==> config.mk <==
export PLATFORM = sky130hd
export DESIGN_NAME = maxpool_stream
export DESIGN_NICKNAME = d
export VERILOG_FILES = /design/src/rtl/cnn_pkg.sv /design/src/rtl/pool_line_buf.sv /design/src/rtl/maxpool_stream.sv
export SDC_FILE = /design/constraint.sdc
export NUM_CORES = 1
export LEC_CHECK = 0
export CORE_ASPECT_RATIO = 1.5
export CORE_UTILIZATION = 40
export CTS_BUF_LIST = sky130_fd_sc_hd__clkbuf_2
export CTS_CLUSTER_SIZE = 28
export DETAILED_ROUTE_END_ITERATION = 10
export PLACE_DENSITY_LB_ADDON = 0.25
export SYNTH_ARGS = -nofsm -noshare
export SYNTH_HDL_FRONTEND = slang
export SYNTH_SLANG_ARGS = --single-unit
export TNS_END_PERCENT = 1
==> constraint.sdc <==
create_clock -name clk -period 4.61 [get_ports clk]
set_input_delay 0.922 -clock clk [delete_from_list [all_inputs] [get_ports clk]]
set_output_delay 0.922 -clock clk [all_outputs]
set_load 0.05 [all_outputs]
==> src/rtl/cnn_pkg.sv <==
// Shared CNN datapath defaults and helpers for the pooling stages.
package cnn_pkg;

  localparam int unsigned DATA_WIDTH_DEFAULT = 8;
  localparam int unsigned MAP_SIZE_DEFAULT   = 16;

  // Position of a pixel inside its 2x2 pooling window: {row[0], col[0]}.
  typedef enum logic [1:0] {
    POS_EVEN_EVEN = 2'b00,
    POS_EVEN_ODD  = 2'b01,
    POS_ODD_EVEN  = 2'b10,
    POS_ODD_ODD   = 2'b11
  } pool_pos_e;

  // Signed max on sign-extended operands; callers truncate back to their width.
  function automatic logic signed [31:0] smax(input logic signed [31:0] a,
                                              input logic signed [31:0] b);
    return (a < b) ? b : a;
  endfunction

endpackage

==> src/rtl/pool_line_buf.sv <==
// Half-row line buffer holding even-row partial maxima, one entry per window column.
module pool_line_buf #(
  parameter int unsigned DATA_WIDTH = 8,
  parameter int unsigned DEPTH      = 8,
  parameter int unsigned AW         = 3
) (
  input  logic                  clk,
  input  logic                  we,
  input  logic [AW-1:0]         waddr,
  input  logic [DATA_WIDTH-1:0] wdata,
  input  logic [AW-1:0]         raddr,
  output logic [DATA_WIDTH-1:0] rdata
);

  logic [DATA_WIDTH-1:0] mem_q [DEPTH];

  always_ff @(posedge clk) begin
    if (we) mem_q[waddr] <= wdata;
  end

  assign rdata = mem_q[raddr];

endmodule

==> src/rtl/maxpool_stream.sv <==
// Streaming 2x2 / stride-2 signed max-pool over a MAP_SIZE x MAP_SIZE raster stream.
module maxpool_stream
  import cnn_pkg::*;
#(
  parameter int unsigned DATA_WIDTH = DATA_WIDTH_DEFAULT,
  parameter int unsigned MAP_SIZE   = MAP_SIZE_DEFAULT
) (
  input  logic                  clk,
  input  logic                  rst_n,
  input  logic                  clear,
  input  logic                  s_valid,
  output logic                  s_ready,
  input  logic [DATA_WIDTH-1:0] s_data,
  output logic                  m_valid,
  input  logic                  m_ready,
  output logic [DATA_WIDTH-1:0] m_data,
  output logic                  m_last
);

  localparam int unsigned CW    = (MAP_SIZE > 1) ? $clog2(MAP_SIZE) : 1;
  localparam int unsigned DEPTH = MAP_SIZE / 2;
  localparam int unsigned AW    = (DEPTH > 1) ? $clog2(DEPTH) : 1;
  localparam logic [CW-1:0] LAST_IDX = CW'(MAP_SIZE - 1);

  logic [CW-1:0]         col_q, col_d;
  logic [CW-1:0]         row_q, row_d;
  logic [DATA_WIDTH-1:0] hold_q, hold_d;
  logic                  m_valid_q, m_valid_d;
  logic [DATA_WIDTH-1:0] m_data_q, m_data_d;
  logic                  m_last_q, m_last_d;

  logic                  in_fire;
  pool_pos_e             pos;
  logic [DATA_WIDTH-1:0] pair_max;
  logic                  lbuf_we;
  logic [AW-1:0]         lbuf_addr;
  logic [DATA_WIDTH-1:0] lbuf_rdata;

  function automatic logic [DATA_WIDTH-1:0] pmax(input logic [DATA_WIDTH-1:0] a,
                                                 input logic [DATA_WIDTH-1:0] b);
    return DATA_WIDTH'(smax(32'($signed(a)), 32'($signed(b))));
  endfunction

  // Stall on any pending output so the counters never run ahead of the output register.
  assign s_ready   = rst_n && !clear && (!m_valid_q || m_ready);
  assign in_fire   = s_valid && s_ready;
  assign pos       = pool_pos_e'({row_q[0], col_q[0]});
  assign pair_max  = pmax(hold_q, s_data);
  assign lbuf_addr = AW'(col_q >> 1);

  always_comb begin
    col_d     = col_q;
    row_d     = row_q;
    hold_d    = hold_q;
    m_valid_d = m_valid_q;
    m_data_d  = m_data_q;
    m_last_d  = m_last_q;
    lbuf_we   = 1'b0;

    if (m_valid_q && m_ready) m_valid_d = 1'b0;

    if (in_fire) begin
      if (col_q == LAST_IDX) begin
        col_d = '0;
        row_d = (row_q == LAST_IDX) ? '0 : row_q + 1'b1;
      end else begin
        col_d = col_q + 1'b1;
      end

      case (pos)
        POS_EVEN_EVEN, POS_ODD_EVEN: hold_d = s_data;
        POS_EVEN_ODD:                lbuf_we = 1'b1;
        POS_ODD_ODD: begin
          m_valid_d = 1'b1;
          m_data_d  = pmax(lbuf_rdata, pair_max);
          m_last_d  = (row_q == LAST_IDX) && (col_q == LAST_IDX);
        end
        default: ;
      endcase
    end

    if (clear) begin
      col_d     = '0;
      row_d     = '0;
      m_valid_d = 1'b0;
      m_data_d  = '0;
      m_last_d  = 1'b0;
    end
  end

  always_ff @(posedge clk or negedge rst_n) begin
    if (!rst_n) begin
      col_q     <= '0;
      row_q     <= '0;
      m_valid_q <= 1'b0;
      m_data_q  <= '0;
      m_last_q  <= 1'b0;
    end else begin
      col_q     <= col_d;
      row_q     <= row_d;
      m_valid_q <= m_valid_d;
      m_data_q  <= m_data_d;
      m_last_q  <= m_last_d;
    end
  end

  always_ff @(posedge clk) begin
    hold_q <= hold_d;
  end

  pool_line_buf #(
    .DATA_WIDTH(DATA_WIDTH),
    .DEPTH     (DEPTH),
    .AW        (AW)
  ) u_line_buf (
    .clk  (clk),
    .we   (lbuf_we),
    .waddr(lbuf_addr),
    .wdata(pair_max),
    .raddr(lbuf_addr),
    .rdata(lbuf_rdata)
  );

  assign m_valid = m_valid_q;
  assign m_data  = m_data_q;
  assign m_last  = m_last_q;

endmodule

Fig. 1: run 1, signal wires on met1
Scale bar: 20 um. Supply wires on this layer in grey.
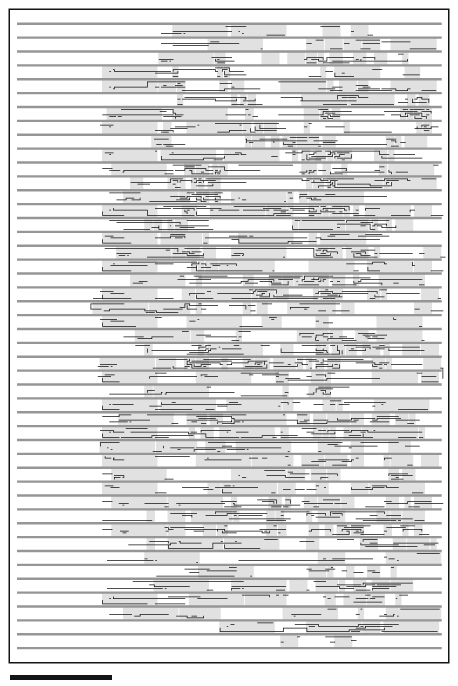
share of all routed wire = 39%
wire length on this layer = 3530 um
main direction = horizontal
WL final: 8985 um
DR vias: 2717

Fig. 2: run 1, where the registers sit
Scale bar: 20 um. Other sequential cells in the stronger grey, the rest of the logic in the fainter grey.
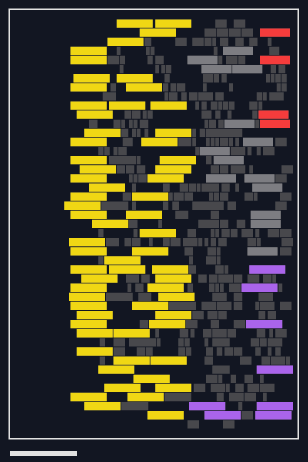
purple -> hold_q  # flops 8, where lower right
red -> row_q  # flops 4, where upper right
yellow -> u_line_buf.mem_q  # flops 64
not coloured = 14

Fig. 3: run 1, wiring by layer
Two of the layers only.
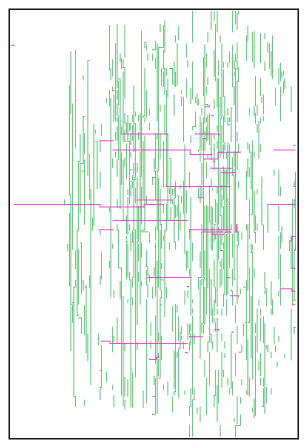
green -> met2  # wire length 4810 um
magenta -> met3  # wire length 288 um
GRT Total Usage: 0.1792
drt wl/cell: 17.15 um

==> changes_impl.md, run 1 <==
### Metrics

* DRT Pass-1 Iters at 4
* Status: finished clean
* Chip Height at around 130 um
* RePlAce Congestion at between 0.8 and 0.9
* Worst skew pair latency at approximately 0.56 ns
* Post-route setup slack at ~0.55 ns
* CLK BUF at 11
* Data buffer area share at 0.09845
* Synth Warn # at 0
* Worst hold slack at between 0.5 and 0.6 ns
* Yosys reg bits at 90
* Mi-comb count at 200
* Hold Fails Final Rpt at 0
* Worst slack, placed at -0.03225 ns
* First-pass GRT wire length at 14300 um
* Ports at 24
* Critical path class: primary input to register
* Comb area at around 1500 um^2
* Max cap viols at 0
* Clk sinks at 90
* Dominant logic cell type in the layout: edfxtp_1
* DPL Wire Length at 6762 um
* Delay-heaviest family, CP: AND-OR/OR-AND gates
* FF-to-FF End: m_data[7]
* Top Layout Cells: edfxtp_1 (72), buf_4 (34), nand2_1 (33)
* Hold Path End: m_data[6]
* Mapped Cells at 321
* Rows at 45
* VDD IR-drop max at 0.1089 mV
* OpenROAD warnings at 26
* Crit path DAT at approximately 4.5 ns
* WHS Path Cells at 2
* Crit. Startpoint: s_data[7]
* RSZ-0062 raised after global routing: no
* XOR/XNOR Area Share at 0.004149
* CP max FO at 7
* PwrDens at between 200 and 300 nW/um^2
* TritonCTS clock tree: done
* Post-Place Cell Area at just under 5000 um^2
-- run 1: per-layer routing --
metal | vias up | global-route usage | share of wire
li1 | 1319 | - | -
met1 | 1314 | 0.1946 | 0.39
met2 | 59 | 0.3203 | 0.54
met3 | 25 | 0.03992 | 0.032
met4 | 0 | 0.09608 | 0.040
met5 | - | 0 | 0
-- run 1: report_power, final --
group | switching (uW) | internal [uW]
Combinational | 66.4 | 48.3
Sequential | 3.95 | 888
Clock | 263 | 127
-- run 1: registers in the layout, indices dropped and copies added (netlist names) --
register	flops
col_q	4
hold_q	8
m_data	8
m_last	1
m_valid	1
row_q	4
u_line_buf.mem_q	64
Fig. 4: run 1, routing congestion map
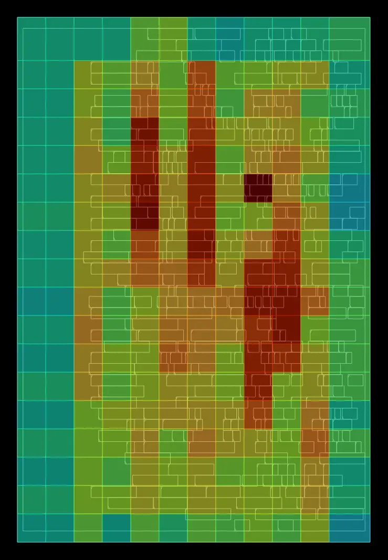

==> run 2: changes to the inputs <==
Clock period 4.61 ns to 4.8 ns, I/O delays scaled along.
Fig. 5: run 2, routing congestion map
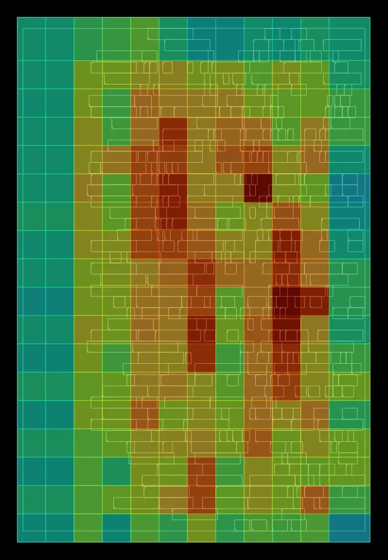
final core occ: 0.4777
drt wl/cell: 17.80 um
GR Util met3: 0.03992
met2 usage in global routing: 0.3212

Fig. 6: run 2, where the registers sit
Scale bar: 20 um. Other sequential cells in the stronger grey, the rest of the logic in the fainter grey.
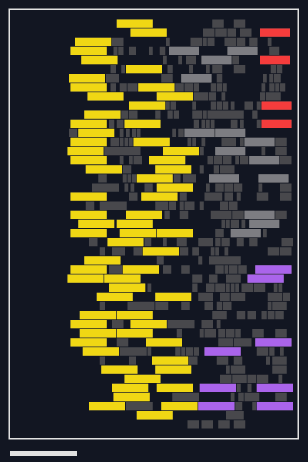
yellow -> u_line_buf.mem_q  # flops 64
red -> row_q  # flops 4, where upper right
purple -> hold_q  # flops 8, where lower right
not coloured = 14
flop share of the area: 0.5366
total sequential power: 856 uW
Seq. cell area: 2613 um^2

==> run 2 against run 1 <==
Against the previous run:
- combinational power is 9% lower
- highest routed layer unchanged
- flip-flop count unchanged
- register-to-register slack gained 0.11 ns
- synthesized cell count stayed put
- hold slack better by 0.0089 ns
- total power is 0.11% higher
- global-route usage did not move
- critical endpoint is now m_data[4]
- critical path type unchanged
- first-iteration DRC count down 40%
- clock-buffer cell count decreased by 1
- final cell count is 2.3% lower
- non-clock buffer count fell by 12
- largest power group unchanged
==> changes_impl.md, run 2 <==
### Metrics

* CP max FO at 7
* Chip Height at roughly 130 um
* Met1 GRT Util at 0.1938
* DRT Pass-1 Iters at 4
* Status: finished clean
* OpenROAD warnings at 26
* Combinational share of power at 0.075
* Sequential share of power at 0.613
* CLK BUF at 10
* Max layer used: met4
* Met3 WL post-DR at about 310 um
* Worst slack, placed at -0.04953 ns
* Switching pwr at between 300 and 400 uW
* Yosys reg bits at roughly 90
* Rows at ~45
* RePlAce Congestion at 0.8391
* M1 wire length at about 3500 um
* Crit. Startpoint: s_data[2]
* WL final at 9115 um
* Worst skew pair latency at 0.55 ns
* Mapped Cells at between 300 and 400
* VDD IR-drop max at ~0.10 mV
* DR vias at approximately 2700
[run 2: through the flow]
stage / utilization / hold WS, ns / total power, uW / setup TNS (ns) / cell area, um^2
5_1_grt: 0.4777 / 0.5680 / 1448 / 0 / 4868
4_1_cts: 0.4775 / 0.5344 / 1415 / 0 / 4866
6_report: 0.4777 / 0.5364 / 1398 / 0 / 4868
3_5_place_dp: 0.4640 / 0.4790 / 978.7 / -0.2159 / 4728
3_3_place_gp: 0.4640 / 0.4828 / 976.6 / 0 / 4728
2_1_floorplan: - / 0.5229 / 933.3 / 0 / 4222
[run 2: power groups by stage]
stage / logic, uW / clock network (uW) / registers [uW]
after global routing: 117 / 474 / 857
after global placement: 104 / 0 / 873
after detailed placement: 106 / 0 / 873
after floorplan: 62.5 / 0 / 871
final: 105 / 436 / 856
after CTS: 106 / 452 / 856
Power and IR drop assume default switching activity.
